[src/rtl/max_value_req_pkg.sv]
// rtl/max_value_req_pkg.sv - shared state encoding and opcode constants for max_value_requester
package max_value_req_pkg;

    typedef enum logic [2:0] {
        IDLE,
        TX_START,
        TX_DATA,
        TX_STOP,
        RX_WAIT,
        RX_START,
        RX_DATA,
        RX_STOP
    } state_t;

    localparam logic [7:0] OP_MAX_CH1 = 8'h01;
    localparam logic [7:0] OP_MAX_CH2 = 8'h02;
    localparam logic [7:0] OP_MAX_CH3 = 8'h03;
    localparam logic [7:0] OP_MAX_CH4 = 8'h04;

endpackage

[src/rtl/uart_bit_timer.sv]
// rtl/uart_bit_timer.sv - free-running bit-period counter with half- and full-period ticks
module uart_bit_timer #(
    parameter int CLKS_PER_BIT = 868
) (
    input  logic clk,
    input  logic reset,
    input  logic clear,
    output logic half_tick,
    output logic full_tick
);

    localparam int CW = $clog2(CLKS_PER_BIT);
    localparam logic [CW-1:0] HALF_LAST = CW'(CLKS_PER_BIT / 2 - 1);
    localparam logic [CW-1:0] FULL_LAST = CW'(CLKS_PER_BIT - 1);

    logic [CW-1:0] cnt;

    always_ff @(posedge clk) begin
        if (reset || clear || (cnt == FULL_LAST)) begin
            cnt <= '0;
        end else begin
            cnt <= cnt + CW'(1);
        end
    end

    assign half_tick = (cnt == HALF_LAST);
    assign full_tick = (cnt == FULL_LAST);

endmodule

[src/rtl/max_value_requester.sv]
// rtl/max_value_requester.sv - half-duplex UART requester: sends an opcode, awaits one response byte
module max_value_requester
    import max_value_req_pkg::*;
#(
    parameter int CLKS_PER_BIT   = 868,
    parameter int TIMEOUT_CYCLES = 1000000
) (
    input  logic       clk,
    input  logic       reset,
    input  logic       req_valid,
    input  logic [7:0] req_opcode,
    output logic       req_ready,
    output logic       tx_serial,
    input  logic       rx_serial,
    output logic       rsp_valid,
    output logic [7:0] rsp_data,
    output logic       rsp_timeout,
    output logic       rsp_error,
    output logic       busy
);

    localparam int TO_W = (TIMEOUT_CYCLES > 1) ? $clog2(TIMEOUT_CYCLES) : 1;
    localparam logic [TO_W-1:0] TO_LAST = TO_W'(TIMEOUT_CYCLES - 1);

    state_t state, state_next;

    logic [7:0]      tx_shift, tx_shift_next;
    logic [7:0]      rx_shift, rx_shift_next;
    logic [2:0]      bit_cnt, bit_cnt_next;
    logic [TO_W-1:0] to_cnt, to_cnt_next;
    logic            tx_next;
    logic [7:0]      data_next;
    logic            valid_next, timeout_next, error_next;

    logic rx_meta, rx_sync, rx_prev;
    logic rx_fall;
    logic half_tick, full_tick, timer_clear;

    // Timer restarts on every state change so each phase begins at a bit boundary
    // (TX) or at the detected start edge / start-bit midpoint (RX).
    assign timer_clear = (state_next != state) || (state == IDLE) || (state == RX_WAIT);

    uart_bit_timer #(.CLKS_PER_BIT(CLKS_PER_BIT)) u_bit_timer (
        .clk       (clk),
        .reset     (reset),
        .clear     (timer_clear),
        .half_tick (half_tick),
        .full_tick (full_tick)
    );

    assign rx_fall   = rx_prev && !rx_sync;
    assign req_ready = (state == IDLE);
    assign busy      = (state != IDLE);

    always_ff @(posedge clk) begin
        if (reset) begin
            state       <= IDLE;
            tx_serial   <= 1'b1;
            tx_shift    <= '0;
            rx_shift    <= '0;
            bit_cnt     <= '0;
            to_cnt      <= '0;
            rsp_data    <= 8'h00;
            rsp_valid   <= 1'b0;
            rsp_timeout <= 1'b0;
            rsp_error   <= 1'b0;
            rx_meta     <= 1'b1;
            rx_sync     <= 1'b1;
            rx_prev     <= 1'b1;
        end else begin
            state       <= state_next;
            tx_serial   <= tx_next;
            tx_shift    <= tx_shift_next;
            rx_shift    <= rx_shift_next;
            bit_cnt     <= bit_cnt_next;
            to_cnt      <= to_cnt_next;
            rsp_data    <= data_next;
            rsp_valid   <= valid_next;
            rsp_timeout <= timeout_next;
            rsp_error   <= error_next;
            rx_meta     <= rx_serial;
            rx_sync     <= rx_meta;
            rx_prev     <= rx_sync;
        end
    end

    always_comb begin
        state_next    = state;
        tx_next       = tx_serial;
        tx_shift_next = tx_shift;
        rx_shift_next = rx_shift;
        bit_cnt_next  = bit_cnt;
        to_cnt_next   = to_cnt;
        data_next     = rsp_data;
        valid_next    = 1'b0;
        timeout_next  = 1'b0;
        error_next    = 1'b0;

        case (state)
            IDLE: begin
                if (req_valid) begin
                    state_next    = TX_START;
                    tx_shift_next = req_opcode;
                    tx_next       = 1'b0;
                    bit_cnt_next  = '0;
                end
            end
            TX_START: begin
                if (full_tick) begin
                    state_next    = TX_DATA;
                    tx_next       = tx_shift[0];
                    tx_shift_next = {1'b0, tx_shift[7:1]};
                end
            end
            TX_DATA: begin
                if (full_tick) begin
                    if (bit_cnt == 3'd7) begin
                        state_next   = TX_STOP;
                        tx_next      = 1'b1;
                        bit_cnt_next = '0;
                    end else begin
                        tx_next       = tx_shift[0];
                        tx_shift_next = {1'b0, tx_shift[7:1]};
                        bit_cnt_next  = bit_cnt + 3'd1;
                    end
                end
            end
            TX_STOP: begin
                if (full_tick) begin
                    state_next  = RX_WAIT;
                    to_cnt_next = '0;
                end
            end
            RX_WAIT: begin
                if (rx_fall) begin
                    state_next = RX_START;
                end else if (to_cnt == TO_LAST) begin
                    state_next   = IDLE;
                    timeout_next = 1'b1;
                end else begin
                    to_cnt_next = to_cnt + TO_W'(1);
                end
            end
            RX_START: begin
                // A high line at the midpoint means the edge was a glitch; the
                // timeout budget keeps running from where it stood.
                if (half_tick) begin
                    if (!rx_sync) begin
                        state_next   = RX_DATA;
                        bit_cnt_next = '0;
                    end else begin
                        state_next = RX_WAIT;
                    end
                end
            end
            RX_DATA: begin
                if (full_tick) begin
                    rx_shift_next = {rx_sync, rx_shift[7:1]};
                    if (bit_cnt == 3'd7) begin
                        state_next   = RX_STOP;
                        bit_cnt_next = '0;
                    end else begin
                        bit_cnt_next = bit_cnt + 3'd1;
                    end
                end
            end
            RX_STOP: begin
                if (full_tick) begin
                    state_next = IDLE;
                    if (rx_sync) begin
                        data_next  = rx_shift;
                        valid_next = 1'b1;
                    end else begin
                        error_next = 1'b1;
                    end
                end
            end
            default: state_next = IDLE;
        endcase
    end

endmodule

[config.mk]
export PLATFORM = sky130hd
export DESIGN_NAME = max_value_requester
export DESIGN_NICKNAME = d
export VERILOG_FILES = /design/src/rtl/max_value_req_pkg.sv /design/src/rtl/uart_bit_timer.sv /design/src/rtl/max_value_requester.sv
export SDC_FILE = /design/constraint.sdc
export NUM_CORES = 1
export LEC_CHECK = 0
export ABC_AREA = 1
export CORE_UTILIZATION = 25
export DETAILED_ROUTE_END_ITERATION = 10
export SLEW_MARGIN = 30
export SYNTH_ARGS = -nofsm -noshare
export SYNTH_HDL_FRONTEND = slang
export SYNTH_SLANG_ARGS = --single-unit
[constraint.sdc]
create_clock -name clk -period 4.4 [get_ports clk]
set_input_delay 0.44 -clock clk [delete_from_list [all_inputs] [get_ports clk]]
set_output_delay 0.44 -clock clk [all_outputs]
set_load 0.1 [all_outputs]
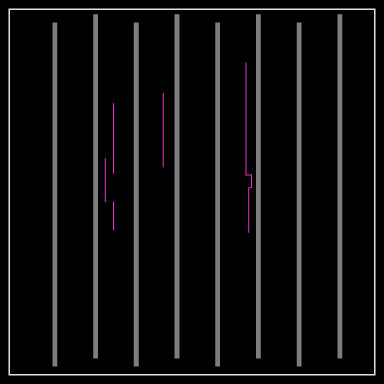
**Above:** signal wires on met4.
(3 px per um) Supply wires on this layer in grey.
main direction: vertical
longest straight run: 37.4 um
nets with wire on the layer: 3
share of all routed wire: 1.7%

==> results.ini <==
[status]
outcome = completed

[routing]
drc = 0
wl_met3_um = 310
num_vias = 3172
drt-pass1-iter-count = 4
routed-wl-met2_mm = 3.573

[cells_and_area]
clk_share_pct = 6.563
n_all_inverters = 54
flop-count = 67
drive_gt1_share_pct = 9.779
largest_reg_flops = 20
final_core_util_pct = 30.21
comb_share_pct = 44.99

[grt]
grt_start_max_net_pins = 23
top_usage_layer = met2
grt_pass1_vias = 2917

[logic_synthesis]
syn_area_sq_mm = 0.003560
yosys.area_share.xor_xnor_pct = 4.183
topCellsByArea = dfxtp_1 (38%), nand2_1 (12%), nor2_1 (9.9%), a21oi_1 (5.2%), nand3_1 (5.2%)
synth.logic.top_family = simple AND/OR/NAND/NOR gates
ys_seq_share_pct = 37.68
synthFlopType = dfxtp_1
synthMuxAreaShare_pct = 0
simple_gate_share_pct = 34.62
yosysCellCount = 517
synthArstFlopShare_pct = 0

[power_and_ir_drop]
finalPower_uw = 1395
p_sw_share_pct = 25.66
powerSeq_uw = 629

[floorplan]
taps = 180
die_area_sq_mm = 0.01472
core_sq_mm = 0.01388

[worst_setup_path]
r2r_slack_ps = 2400
crit_fanout = 8
r2r-start = to_cnt[0]
crit_type = flop to output port
crit_path_end_kind = output port
crit_start = state[2]

[timing]
grt_setup_unrepaired = no
finalSetupViolations = 0
whs_ps = 412.9
fmax_ghz = 0.3734
skew_ps = 10.71

[clock_network]
clkSlewWorstSetupHoldPaths_ps = 60
cts_hold_buf = 0
cts_max_path_buffers = 2

[placement]
dp.final_hpwl_mm = 5.424

[min_path]
hold_start = rx_meta

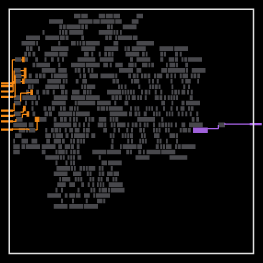
**Above:** wires at chosen ports, followed through buffers.
(2 px per um)
legend:
  req_opcode:
    colour: orange
    direction: input
    edge: left
    end_cells: 8
    buffers: 8
    wire: 91.8 um
  rsp_timeout:
    colour: purple
    direction: output
    edge: right
    end_cells: 1
    buffers: 1
    wire: 21.0 um
Ports: 26
port buffer count: 25

